--- config.mk ---
export PLATFORM = sky130hd
export DESIGN_NAME = datain_edge_fifo_flat
export DESIGN_NICKNAME = d
export VERILOG_FILES = /design/src/rtl/datain_edge_fifo_if.sv /design/src/rtl/datain_edge_fifo.sv /design/src/flat_wrapper.sv
export SDC_FILE = /design/constraint.sdc
export NUM_CORES = 1
export LEC_CHECK = 0
export CORE_MARGIN = 10
export CORE_UTILIZATION = 55
export DETAILED_ROUTE_END_ITERATION = 10
export DONT_BUFFER_PORTS = 1
export GPL_TIMING_DRIVEN = 0
export PLACE_DENSITY = 0.67
export RECOVER_POWER = 50
export SLEW_MARGIN = 25
export SYNTH_ARGS = -nofsm -noshare
export SYNTH_HDL_FRONTEND = slang
export SYNTH_SLANG_ARGS = --single-unit
--- constraint.sdc ---
create_clock -name clk -period 4.3 [get_ports clk]
set_clock_uncertainty 0.2 [all_clocks]
set_input_delay 0.645 -clock clk [delete_from_list [all_inputs] [get_ports clk]]
set_output_delay 0.645 -clock clk [all_outputs]
set_load 0.01 [all_outputs]
--- src/rtl/datain_edge_fifo_if.sv ---
// Avalon-MM slave bus for datain_edge_fifo: register select, strobes and data,
// with registered read data returned one cycle after the read.
interface datain_edge_fifo_if #(
  parameter int WIDTH = 16
);
  logic [2:0]       address;
  logic             chipselect;
  logic             read;
  logic             write;
  logic [WIDTH-1:0] writedata;
  logic [WIDTH-1:0] readdata;

  modport master (
    output address, chipselect, read, write, writedata,
    input  readdata
  );

  modport slave (
    input  address, chipselect, read, write, writedata,
    output readdata
  );
endinterface

--- src/rtl/datain_edge_fifo.sv ---
// Synchronised PIO input with per-bit edge capture, maskable level IRQ and a
// snapshot FIFO that logs every change of the synchronised input value.
module datain_edge_fifo #(
  parameter int WIDTH       = 16,
  parameter int DEPTH       = 8,
  parameter int SYNC_STAGES = 2,
  parameter int EDGE_TYPE   = 0
) (
  input  logic              clk,
  input  logic              reset_n,
  datain_edge_fifo_if.slave avs,
  input  logic [WIDTH-1:0]  in_port,
  output logic              irq
);
  localparam int AW = $clog2(DEPTH);
  localparam int CW = AW + 1;
  localparam int IW = $clog2(SYNC_STAGES + 2);
  localparam logic [IW-1:0] INH_DONE = IW'(SYNC_STAGES + 1);
  localparam logic [CW-1:0] FULL_CNT = CW'(DEPTH);

  typedef enum logic [2:0] {
    A_DATA    = 3'd0,
    A_FIFO    = 3'd1,
    A_IRQMASK = 3'd2,
    A_EDGECAP = 3'd3,
    A_STATUS  = 3'd4
  } addr_e;

  logic [WIDTH-1:0] sync_q [SYNC_STAGES];
  logic [WIDTH-1:0] mem    [DEPTH];
  logic [WIDTH-1:0] sval, prev, edgecap, irqmask;
  logic [WIDTH-1:0] rise, fall, chg, evt, w1c;
  logic [WIDTH-1:0] status, rd_mux;
  logic [IW-1:0]    inh_cnt;
  logic [AW-1:0]    wr_ptr, rd_ptr;
  logic [CW-1:0]    count;
  logic             overflow;
  logic             det_en, rd_en, wr_en, pop, push, push_ok;

  assign sval   = sync_q[SYNC_STAGES-1];
  assign det_en = (inh_cnt == INH_DONE);
  assign rd_en  = avs.chipselect & avs.read;
  assign wr_en  = avs.chipselect & avs.write;
  assign irq    = |(edgecap & irqmask);

  // Events are masked until the chain and prev hold post-reset samples.
  always_comb begin
    chg  = det_en ? (sval ^ prev) : '0;
    rise = chg & sval;
    fall = chg & prev;
    if (EDGE_TYPE == 0)
      evt = rise;
    else if (EDGE_TYPE == 1)
      evt = fall;
    else
      evt = chg;
  end

  always_comb begin
    w1c     = (wr_en && avs.address == A_EDGECAP) ? avs.writedata : '0;
    pop     = rd_en && (avs.address == A_FIFO) && (count != '0);
    push    = |chg;
    push_ok = push && ((count != FULL_CNT) || pop);
  end

  always_comb begin
    status           = '0;
    status[CW-1:0]   = count;
    status[WIDTH-1]  = overflow;
    rd_mux           = '0;
    case (avs.address)
      A_DATA:    rd_mux = sval;
      A_FIFO:    rd_mux = (count != '0) ? mem[rd_ptr] : '0;
      A_IRQMASK: rd_mux = irqmask;
      A_EDGECAP: rd_mux = edgecap;
      A_STATUS:  rd_mux = status;
      default:   rd_mux = '0;
    endcase
  end

  // Storage has no reset: stale entries are unreachable once count is cleared.
  always_ff @(posedge clk) begin
    if (reset_n && push_ok)
      mem[wr_ptr] <= sval;
  end

  always_ff @(posedge clk) begin
    if (!reset_n) begin
      for (int unsigned i = 0; i < SYNC_STAGES; i++)
        sync_q[i] <= '0;
      prev         <= '0;
      inh_cnt      <= '0;
      edgecap      <= '0;
      irqmask      <= '0;
      wr_ptr       <= '0;
      rd_ptr       <= '0;
      count        <= '0;
      overflow     <= 1'b0;
      avs.readdata <= '0;
    end else begin
      sync_q[0] <= in_port;
      for (int unsigned i = 1; i < SYNC_STAGES; i++)
        sync_q[i] <= sync_q[i-1];
      prev <= sval;
      if (!det_en)
        inh_cnt <= inh_cnt + IW'(1);

      edgecap <= (edgecap & ~w1c) | evt;
      if (wr_en && avs.address == A_IRQMASK)
        irqmask <= avs.writedata;

      if (push_ok)
        wr_ptr <= wr_ptr + AW'(1);
      if (pop)
        rd_ptr <= rd_ptr + AW'(1);
      case ({push_ok, pop})
        2'b10:   count <= count + CW'(1);
        2'b01:   count <= count - CW'(1);
        default: count <= count;
      endcase

      // A dropped push in the same cycle as a clearing write leaves overflow set.
      if (push && !push_ok)
        overflow <= 1'b1;
      else if (wr_en && avs.address == A_STATUS)
        overflow <= 1'b0;

      avs.readdata <= rd_en ? rd_mux : '0;
    end
  end
endmodule

--- src/flat_wrapper.sv ---
// flat-port wrapper written by rule: the top's interface ports become plain ports
module datain_edge_fifo_flat 
#(
  parameter int WIDTH       = 16,
  parameter int DEPTH       = 8,
  parameter int SYNC_STAGES = 2,
  parameter int EDGE_TYPE   = 0
)
  (clk, reset_n, in_port, irq, avs_address, avs_chipselect, avs_read, avs_write, avs_writedata, avs_readdata);
  datain_edge_fifo_if #(.WIDTH(WIDTH)) avs_i ();
  input  logic clk;
  input  logic reset_n;
  input  logic [WIDTH-1:0] in_port;
  output logic irq;
  input wire logic [$bits(avs_i.address)-1:0] avs_address;
  input wire logic [$bits(avs_i.chipselect)-1:0] avs_chipselect;
  input wire logic [$bits(avs_i.read)-1:0] avs_read;
  input wire logic [$bits(avs_i.write)-1:0] avs_write;
  input wire logic [$bits(avs_i.writedata)-1:0] avs_writedata;
  output wire logic [$bits(avs_i.readdata)-1:0] avs_readdata;
  assign avs_i.address = avs_address;
  assign avs_i.chipselect = avs_chipselect;
  assign avs_i.read = avs_read;
  assign avs_i.write = avs_write;
  assign avs_i.writedata = avs_writedata;
  assign avs_readdata = avs_i.readdata;
  datain_edge_fifo #(.WIDTH(WIDTH), .DEPTH(DEPTH), .SYNC_STAGES(SYNC_STAGES), .EDGE_TYPE(EDGE_TYPE)) u_core (.clk(clk), .reset_n(reset_n), .avs(avs_i), .in_port(in_port), .irq(irq));
endmodule
### PDN straps and rails, run 1

Scale bar: 50 um. Pins as bars on the die edge.
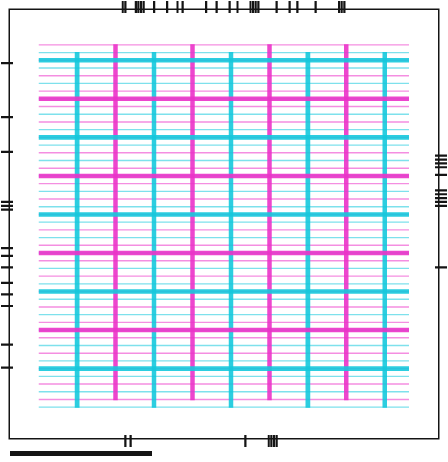
cyan -> VSS
magenta -> VDD
signal pins = 57
met5 straps = 9
met1 rails = 48
met4 straps = 9

### Cells colored by class, run 1

Scale bar: 50 um.
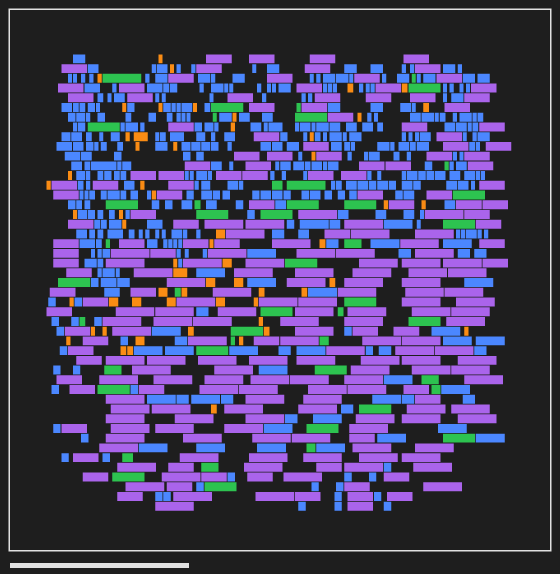
purple -> sequential cells  # cells 240, share of their area 58%
green -> clock drivers and dummy loads  # cells 46, share of their area 7.9%
orange -> remaining buffers and delay cells  # cells 58, share of their area 2.7%
blue -> remaining logic cells  # cells 423, share of their area 31%

==> flow_metrics.tcl, run 1 <==
# implementation run metrics
set metrics [dict create \
    holdBufCountCts 0 \
    synth.avg_cell_area_um2 13.4 \
    htree_num_levels 1 \
    drtIter0Drc 557 \
    hold_viol_final 0 \
    clock_sinks 240 \
    ys_cells 703 \
    placed_cells 941 \
    globalplace.congestion 0.892 \
    vias_per_cell 6.05 \
    areaGrowthSynthToFinish_pct 13.3 \
    setup_viol 0 \
    r2r_cells 12 \
    clkPwrFrac_pct 44.3 \
    status "completed" \
    syn_nets 749 \
    path_buffers 2 \
    seqPwrFrac_pct 51.8 \
    fmax_mhz 256 \
    slowest_stage "nor4_1" \
    diodes 0 \
    synth_area_um2 9440 \
    dp_hpwl_um 16500 \
    antenna_found_initial 0 \
    fp-row-count 47 \
    grt_pass1_vias 6037 \
    holdPathStages 1 \
    combPwrFrac_pct 3.9 \
    initCoreUtil_pct 56.5 \
    relSlewSlack_pct 41.2 \
    grt_remaining_overflow 0 \
    crit_path_end "u_core.count[3]" \
    setup.worst_path.start "u_core.sync_q[0][24]" \
    cts_buffers 25 \
    stdcell_count 987 \
    ff2ff_setup_slack_ns 0.40 \
    yosysTopAreaCellShare_pct 40.7 \
    p_leak_uw 0.00365 \
    crit_cells 12 \
    critPathMaxFanout 12 \
    min_period_ns 3.90 \
    drc_errors 0 \
    switching_share_pct 21.5 \
]
### Routed clock nets over the placement, run 1

Scale bar: 50 um.
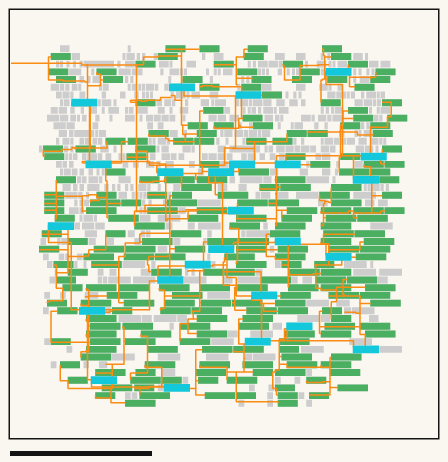
green -> flip-flops  # count 240
cyan -> clock-net drivers  # count 25
orange -> clock wires  # length 2,620 um
flops lie = spread over the die

[run 1: cells by family (layout without fill, tap and decap cells)]
group	after synthesis	in the layout	share of synthesized area (%)
compound gates	80	80	6.29
mux	79	79	12.6
buf+inv	62	126	2.65
simple gates	216	216	11.3
flops	240	240	64.4
fa+ha+maj	6	6	0.875
xor+xnor	20	20	1.86
[run 1: state kept, by name, summed over array words and instances, names as in the netlist, 2 cells and up, named ones only]
| name | cells |
|---|---|
| u_core.rd_ptr | 3 |
| u_core.avs.readdata | 16 |
| u_core.irqmask | 16 |
| u_core.sync_q | 32 |
| u_core.prev | 16 |
| u_core.mem | 128 |
| u_core.edgecap | 16 |
| u_core.wr_ptr | 3 |
| u_core.count | 4 |
| u_core.inh_cnt | 2 |
[run 1: layout make-up]
type                            count  area [um2]  area share (%)
Buffer                             40         165            1.54
Clock buffer                       32         692            6.47
Clock inverter                     14         131            1.23
Inverter                           22        82.6           0.772
Multi-Input combinational cell    401        3140            29.4
Sequential cell                   240        6090            56.9
Tap cell                          220         275            2.57
Timing Repair Buffer               18         121            1.13
[run 1: routing by layer]
metal / global-route usage, % / vias up / part of all wire [%]
li1: - / 2688 / -
met2: 34.0 / 261 / 49
met1: 27.4 / 2992 / 42
met3: 4.15 / 31 / 8.0
met5: 0 / - / 0
met4: 3.99 / 0 / 1.3
[run 1: how the worst min path moves through the flow]
stage	end	slack, ns	from
after floorplan	u_core.sync_q[0][16]	0.21	u_core.sync_q[0][0]
after detailed placement	u_core.sync_q[0][26]	0.22	u_core.sync_q[0][10]
after CTS	u_core.sync_q[0][11]	0.04	in_port[11]
final	u_core.sync_q[0][6]	0.06	in_port[6]
after global placement	u_core.sync_q[0][18]	0.21	u_core.sync_q[0][2]
after global routing	u_core.sync_q[0][6]	0.04	in_port[6]
[run 1: cell usage after synthesis (7+ instances only)]
cell type / n
nor4_1: 8
buf_2: 8
dfxtp_1: 112
o21ai_0: 7
o22a_1: 11
a32oi_1: 17
nor2_1: 82
inv_1: 21
a21oi_1: 16
edfxtp_1: 128
mux2i_1: 47
clkbuf_1: 30
and2_1: 50
xor2_1: 18
mux4_2: 32
nor3_1: 11
nand3_1: 10
nand2_1: 33
[run 1: per-stage QoR]
step | instance area, um2 | setup slack (ns) | hold WS (ns) | setup TNS, ns | power [uW]
final | 10700 | 0.400 | 0.0559 | 0 | 4800
after global routing | 10700 | 0.331 | 0.0353 | 0 | 4940
after CTS | 10700 | 0.576 | 0.0401 | 0 | 4820
after detailed placement | 9880 | 0.620 | 0.219 | 0 | 2720
after global placement | 9720 | -1.39 | 0.214 | -95.21 | 2700
after floorplan | 9440 | 0.448 | 0.212 | 0 | 2650
[run 1: power by group through the flow]
stage                     Clock [uW]  Combinational (uW)  Sequential (uW)
after detailed placement           0                 186             2530
final                           2130                 188             2480
after CTS                       2150                 187             2480
after global routing            2250                 205             2490
after global placement             0                 174             2530
after floorplan                    0                 130             2520
### Routing congestion map, run 1

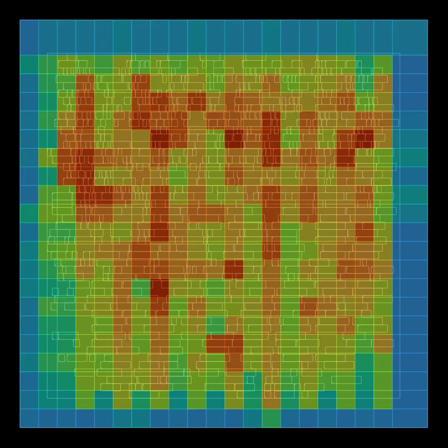

==> inputs of run 2 (changes only) <==
--- a/config.mk
+++ b/config.mk
@@ -5,12 +5,16 @@
 export SDC_FILE = /design/constraint.sdc
 export NUM_CORES = 1
 export LEC_CHECK = 0
+export CAP_MARGIN = 10
+export CELL_PAD_IN_SITES_DETAIL_PLACEMENT = 0
+export CELL_PAD_IN_SITES_GLOBAL_PLACEMENT = 1
 export CORE_MARGIN = 10
-export CORE_UTILIZATION = 55
+export CORE_UTILIZATION = 52
 export DETAILED_ROUTE_END_ITERATION = 10
 export DONT_BUFFER_PORTS = 1
+export GPL_ROUTABILITY_DRIVEN = 0
 export GPL_TIMING_DRIVEN = 0
-export PLACE_DENSITY = 0.67
+export PLACE_DENSITY = 0.75
 export RECOVER_POWER = 50
 export SLEW_MARGIN = 25
 export SYNTH_ARGS = -nofsm -noshare
### Routing congestion map, run 2

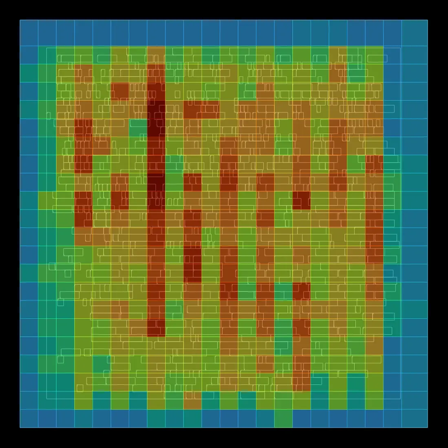
GRT busiest layer: met2
final core occ: 59.6%
routing usage on met2: 30.3%
GRT met3 Usage: 3.52%

### Wiring by layer, run 2

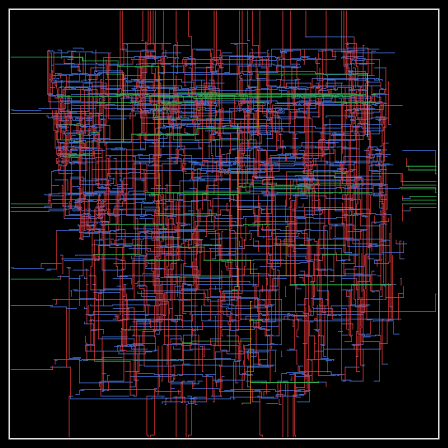
orange -> M4  # wire length 256 um
blue -> M1  # wire length 9,520 um
red -> M2  # wire length 10,800 um
green -> M3  # wire length 1,450 um

### Cells colored by class, run 2

Scale bar: 50 um.
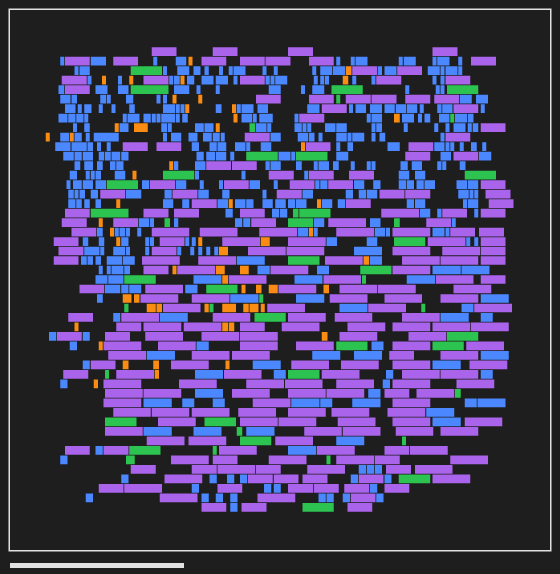
blue -> remaining logic cells  # cells 423, share of their area 31%
purple -> sequential cells  # cells 240, share of their area 59%
orange -> remaining buffers and delay cells  # cells 58, share of their area 2.7%
green -> clock drivers and dummy loads  # cells 46, share of their area 7.6%

==> flow_metrics.tcl, run 2 <==
# implementation run metrics
set metrics [dict create \
    path_buffers 2 \
    arrival_ns 4.09 \
    areaGrowthSynthToFinish_pct 12.9 \
    drv_cap 0 \
    clkPwrFrac_pct 43.6 \
    path_cells "xor2_1 -> nor4_1 -> and4_1 -> clkbuf_1 -> o21ai_0 -> inv_1 -> ha_1 -> a21o_2 -> a21o_1 -> nor3b_1 -> a311oi_1 -> nand3_1" \
    vias_per_cell 5.84 \
    grt_remaining_overflow 0 \
    fp-row-count 49 \
    fa_ha_area_share_pct 0.875 \
    synth_area_um2 9440 \
    seqPwrFrac_pct 52.5 \
    relSlewSlack_pct 40.5 \
    slowest_stage "nor4_1" \
    placed_cells 950 \
    power_uw 4730 \
    setup_slack_ns 0.416 \
    synth.comb.largest_family "multiplexers" \
    stdcell_count 996 \
    ys_cells 703 \
    clock_sinks 240 \
    ys_sh_xor_pct 1.86 \
    largest_reg_flops 128 \
    min_period_ns 3.88 \
    ys_sh_simple_pct 11.3 \
    status "completed" \
    htree_num_levels 1 \
    holdBufCountCts 0 \
    tns_ns 0 \
    dp_hpwl_um 16200 \
    stdcell_area_um2 10700 \
    synth.avg_cell_area_um2 13.4 \
    preCtsSetupSlack_ns 0.492 \
    hold_viol_final 0 \
    yosys_area_um2 9440 \
    cts_buffers 25 \
    initCoreUtil_pct 52.7 \
    top_regs "u_core.mem (128), u_core.sync_q (32)" \
    p_leak_uw 0.00364 \
    synth-compound-area-share_pct 6.29 \
    switching_share_pct 21.6 \
    combPwrFrac_pct 3.9 \
    regMostFlops "u_core.mem" \
    antenna_found_initial 0 \
    common_cells "edfxtp_1 (128), dfxtp_1 (112), nor2_1 (82), and2_1 (50), mux2i_1 (47)" \
    drc_errors 0 \
    diodes 0 \
    grt_pass1_vias 5937 \
    critPathMaxFanout 12 \
    setup_viol 0 \
    most_common_cell "edfxtp_1" \
    drtIter0Drc 500 \
    fmax_mhz 257 \
]
run 2: power by group through the flow:
| stage | combinational [uW] | clock, uW | sequential (uW) |
|---|---|---|---|
| 2_1_floorplan | 130 | 0 | 2520 |
| 6_report | 184 | 2060 | 2480 |
| 3_3_place_gp | 174 | 0 | 2530 |
| 4_1_cts | 185 | 2090 | 2480 |
| 5_1_grt | 203 | 2190 | 2490 |
| 3_5_place_dp | 184 | 0 | 2530 |
run 2: worst paths after layout:
path | from | to | slack, ns | depth (start not counted)
setup reg to reg | u_core.sync_q[0][19] | u_core.count[3] | 0.42 | 12
setup / recovery | u_core.sync_q[0][19] | u_core.count[3] | 0.42 | 12
hold / removal | in_port[7] | u_core.sync_q[0][7] | 0.05 | 1
hold reg to reg | u_core.sync_q[0][1] | u_core.sync_q[0][17] | 0.23 | 1
run 2: metrics by stage:
step	hold WS [ns]	utilization (%)
after floorplan	0.212	-
after global placement	0.217	54.3
after detailed placement	0.219	55.2
after CTS	0.0251	59.6
after global routing	0.0260	59.6
final	0.0460	59.6
run 2: logic make-up (layout without fill, tap and decap cells):
kind of cell,after synthesis,count (layout)
and+or+nand+nor,216,216
adders and majority gates,6,6
muxes,79,79
AOI/OAI and AO/OA,80,80
buffers and inverters,62,126
DFF,240,240
xor gates and xnor gates,20,20
run 2: metal layers:
layer	routed length (um)	part of all wire, %	GRT usage (%)	up-vias
li1	-	-	-	2686
met1	9520	43	23.6	2914
met2	10800	49	30.3	194
met3	1450	6.6	3.52	21
met4	256	1.2	3.87	0
met5	0	0	0	-
run 2: cell type report:
| type | instances | area, um2 | share of cell area [%] |
|---|---|---|---|
| sequential | 240 | 6090 | 57.1 |
| multi-input combinational | 401 | 3140 | 29.5 |
| clock buffer | 32 | 652 | 6.11 |
| tap | 229 | 287 | 2.69 |
| buffer | 40 | 165 | 1.55 |
| clock inverter | 14 | 133 | 1.24 |
| timing repair buffer | 18 | 116 | 1.09 |
| inverter | 22 | 82.6 | 0.774 |
Power and IR drop assume default switching activity.
